Design register_bank, sky130hd; sources not shown.
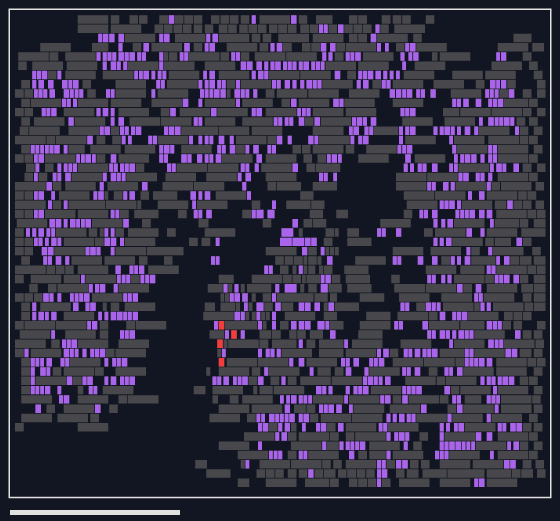
run_1/logic_types.png
Scale bar: 50 um.
color	family	cells	most used
purple	NAND gates	819	nand2_1
red	inverting AOI/OAI gates	4	o21ai_0
most numerous logic cell after layout: nand2_1
Comb/total area: 25.0%
Non-Filler Instances: 1,840

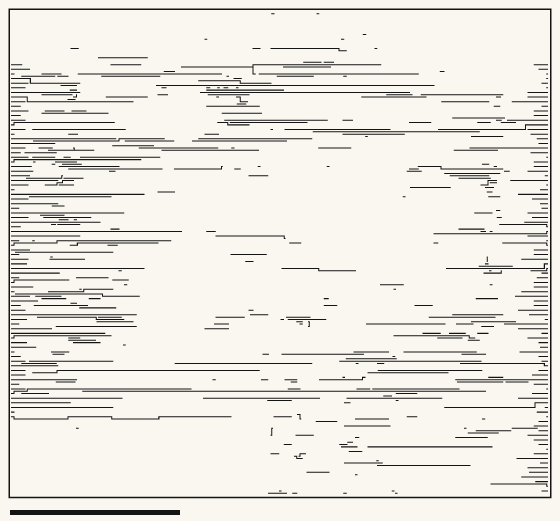
run_1/layer_met3.png
Scale bar: 50 um.
longest straight run	118 um
share of all routed wire	12%
nets with wire on the layer	300
wire length on this layer	4,410 um
main direction	horizontal
Vias: 10,200
met3 Resource Use GR: 8.32%
final wirelength: 36,500 um

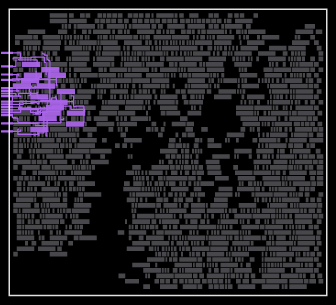
run_1/io_fan.png
color	port	bits	direction	end cells	wire
purple	data_out12	16	output	16	600 um
port bufs: 281
IO Count: 282

==> reports/metrics.cfg, run 1 <==
[final_timing]
relSlewSlack_pct = 72.5
period_used_pct = 94.0
hold_ws_ns = 0.217
fin_skew_ns = 0.0121
finalHoldViolations = 0
setup_violations = 0
maxSlewViolCount = 0

[detailed_routing]
highest_layer = met4
wl_met1_um = 13600
drtIter0Drc = 849
antenna_left = 0

[yosys]
synth_area_leader_cell = dfrtp_1
ys_sh_aoi_pct = 0.266
yosysMostFrequentCell = nand2_1
flop_cell = dfrtp_1
top_logic_kind = simple AND/OR/NAND/NOR gates
ys_async_sr_fraction_pct = 100
postSynthCellCount = 1222
yosysCellCount = 1222
synth_area_per_cell_um2 = 8.84
xor_share_pct = 0
synth.distinct_cells = 18
synthAdderAreaFrac_pct = 0.463
synthSimpleGateAreaFrac_pct = 33.6
fp_nets = 1250
syn_area_um2 = 10800
yosysSeqAreaShare_pct = 60.7
ys_area_um2 = 10800

[global_routing]
antenna_found_initial = 1
grtUsageMet1_pct = 41.7
grt.overflow.total = 0
grt_pass1_wl_um = 54800
grt_pass1_vias = 9782
track_usage_pct = 32.2

[clock_tree]
clockBufferDepth = 3
cts_buffers = 27
cts.sinks = 262
insertion_delay_ns = 0.54
cts_tree = built
ctsRootBufferMaster = clkbuf_16

[layout]
largest_class = sequential cells
fill_cells = 1530
drive_above_1_share_pct = 26.6
signal_buffers = 358
sh_seq_area_pct = 44.1
final-nonclk-buf-share_pct = 21.1
final_nets = 1554
comb_cells = 852
clkbuf_count = 37
fin_area_um2 = 14900
inv_count = 25
final_cell_mix = nand2_1, buf_4, nand3_1, dfrtp_1, buf_12

[pwr]
power_leader = sequential cells
p_comb_mw = 8.20
p_sw_mw = 9.35
p_seq_mw = 8.24
p_clk_share_pct = 28.6
ir_drop_uv = 1060
leakage_nw = 8.51
pwr_density_cell_nw_per_um2 = 1550
internal_power_mw = 13.7
pg_clk_mw = 6.58

[die]
fp_util_pct = 49.9
die_h_um = 143
dieArea_um2 = 22600
nWellTaps = 291
die_w_um = 159
core_area_um2 = 21600

[setup_path]
cp.depth = 7
worstSetupPathType = reg2reg
path_delay_family = simple AND/OR/NAND/NOR gates
worst_path_largest_cell_delay_ns = 0.46
reg2regPathDepth = 7
cp-end-kind = register
worst-path-buf-inv = 2
cp.required_ns = 2.10
cp_max_fo = 16

[outcome]
status = complete, no violations

[worst_hold_path]
hp-class = in2async

[job]
openroad.warnings = 30

[place]
gp_congestion = 0.839

## run 1: through the flow
step / utilization [%] / setup TNS (ns) / power, mW
2_1_floorplan: - / 0 / 13.4
3_3_place_gp: 64.0 / -9.32 / 16.2
3_5_place_dp: 64.0 / -13.84 / 16.4
4_1_cts: 68.7 / 0 / 23.0
5_1_grt: 68.7 / -0.00519 / 23.9
6_report: 68.7 / 0 / 23.0
## run 1: timing repair
action / CTS / global route
resized: 3 / 0
endpoints found under the hold margin: 230 / 0
setup endpoints to repair: 16 / 2
hold buffers: 1 / 0
pin swaps: 0 / 0
==> run 2, diff against run 1 <==
- ABC_CLOCK_PERIOD_IN_PS: not set -> 1680
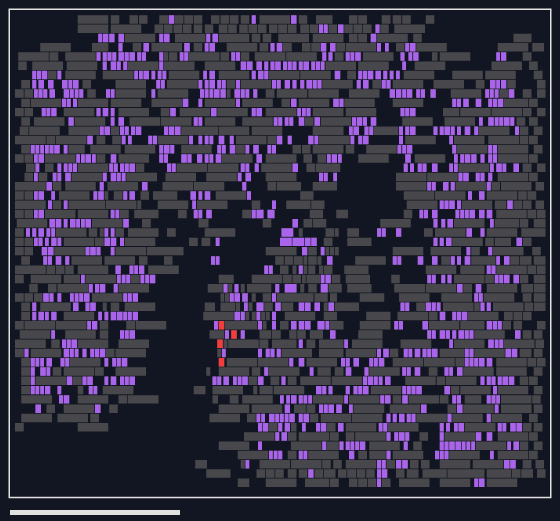
run_2/logic_types.png
Scale bar: 50 um.
color	family	cells	most used
red	inverting AOI/OAI gates	4	o21ai_0
purple	NAND gates	819	nand2_1

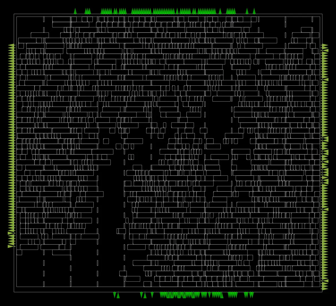
run_2/placement.png
FP Rows: 51
fill count: 1,530
sequential cell area share: 44.1%
fin util: 68.7%
Tap Cells: 291

==> run 2 against run 1 <==
  * Die area is the same
  * Register-to-register slack about the same
  * Clock-buffer cell count is the same
  * Synthesized area did not move
  * Sequential power about the same
  * Wire length unchanged
==> reports/metrics.cfg, run 2 <==
[yosys]
yosysMostFrequentCell = nand2_1
fp_nets = 1250
syn_area_um2 = 10800
flop_cell = dfrtp_1
ys_area_um2 = 10800
ys_async_sr_fraction_pct = 100
yosysCellCount = 1222
synth.distinct_cells = 18
synth_area_per_cell_um2 = 8.84
postSynthCellCount = 1222

[pwr]
p_sw_mw = 9.35
p_clk_share_pct = 28.6
pwr_density_cell_nw_per_um2 = 1550
internal_power_mw = 13.7
leakage_nw = 8.51
pwr-share-seq_pct = 35.8
ir_drop_uv = 1060
power_mw = 23.0

[final_timing]
fin_skew_ns = 0.0121
hold_ws_ns = 0.217
period_used_pct = 94.0
maxSlewViolCount = 0
setup_violations = 0
setup-tns-final_ns = 0
finalHoldViolations = 0
relSlewSlack_pct = 72.5

[global_routing]
grt_pass1_wl_um = 54800
grt.overflow.total = 0
grt_pass1_vias = 9782
track_usage_pct = 32.2
grtUsageMet1_pct = 41.7
grt_util_met3_pct = 8.32
antenna_found_initial = 1

[detailed_routing]
wl_met1_um = 13600
vias = 10200
highest_layer = met4
vias_per_cell = 5.56
drtIter0Drc = 849
wl_um = 36500
antenna_left = 0

[clock_tree]
clockBufferDepth = 3
cts.sinks = 262
cts_buffers = 27
insertion_delay_ns = 0.54
cts_tree = built
ctsRootBufferMaster = clkbuf_16

[job]
openroad.warnings = 30

[place]
portBuffers = 281
post-dp-hpwl_um = 23800
gp_congestion = 0.839

[layout]
drive_above_1_share_pct = 26.6
fin_area_um2 = 14900
final-nonclk-buf-share_pct = 21.1
largest_class = sequential cells
comb_area_share_pct = 25.0
final_nets = 1554
comb_cells = 852
mostFrequentLayoutCell = nand2_1

[die]
die_h_um = 143
die_w_um = 159
io_pins = 282

[setup_path]
reg2regPathDepth = 7
cp.depth = 7
cp-end-kind = register
crit_path_cell_trace = inv_1, ha_1, nand2_1, inv_1, nand2_2, nand3_1, nand2_1
cp.required_ns = 2.10

[worst_hold_path]
hp-class = in2async

[outcome]
status = complete, no violations

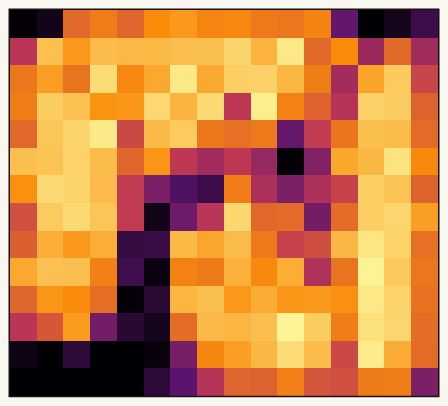
run_2/cell_density.png
The die is cut into 16 by 14 equal tiles; black is low, pale yellow is high, 0 to 100% covered.
fullest tile	98%
tiles over 75% full	45%
emptiest ninth of the die	bottom left
mean over tiles	64%
core area: 21,600 um^2
Initial Util: 49.9%

[run 2: what timing repair did]
item	CTS	global route
hold buffers	1	0
resized	3	0
setup endpoints to repair	16	2
pin swaps	0	0
setup buffers	0	0
cloned	0	0
hold endpoints to repair	230	0
[run 2: cells by family after synthesis]
logic type                 share of synthesized area, %
and+or+nand+nor                                    33.6
DFF                                                60.7
buffers and inverters                              4.97
adders and majority gates                         0.463
AOI/OAI and AO/OA                                 0.266
[run 2: power groups by stage]
stage | clock, mW | sequential, mW | combinational (mW)
3_5_place_dp | 0 | 8.30 | 8.13
5_1_grt | 6.89 | 8.32 | 8.64
3_3_place_gp | 0 | 8.27 | 7.96
2_1_floorplan | 0 | 11.7 | 1.68
4_1_cts | 6.62 | 8.21 | 8.20
6_report | 6.58 | 8.24 | 8.20
No activity file was given, so power comes from the tool's default toggle rates.
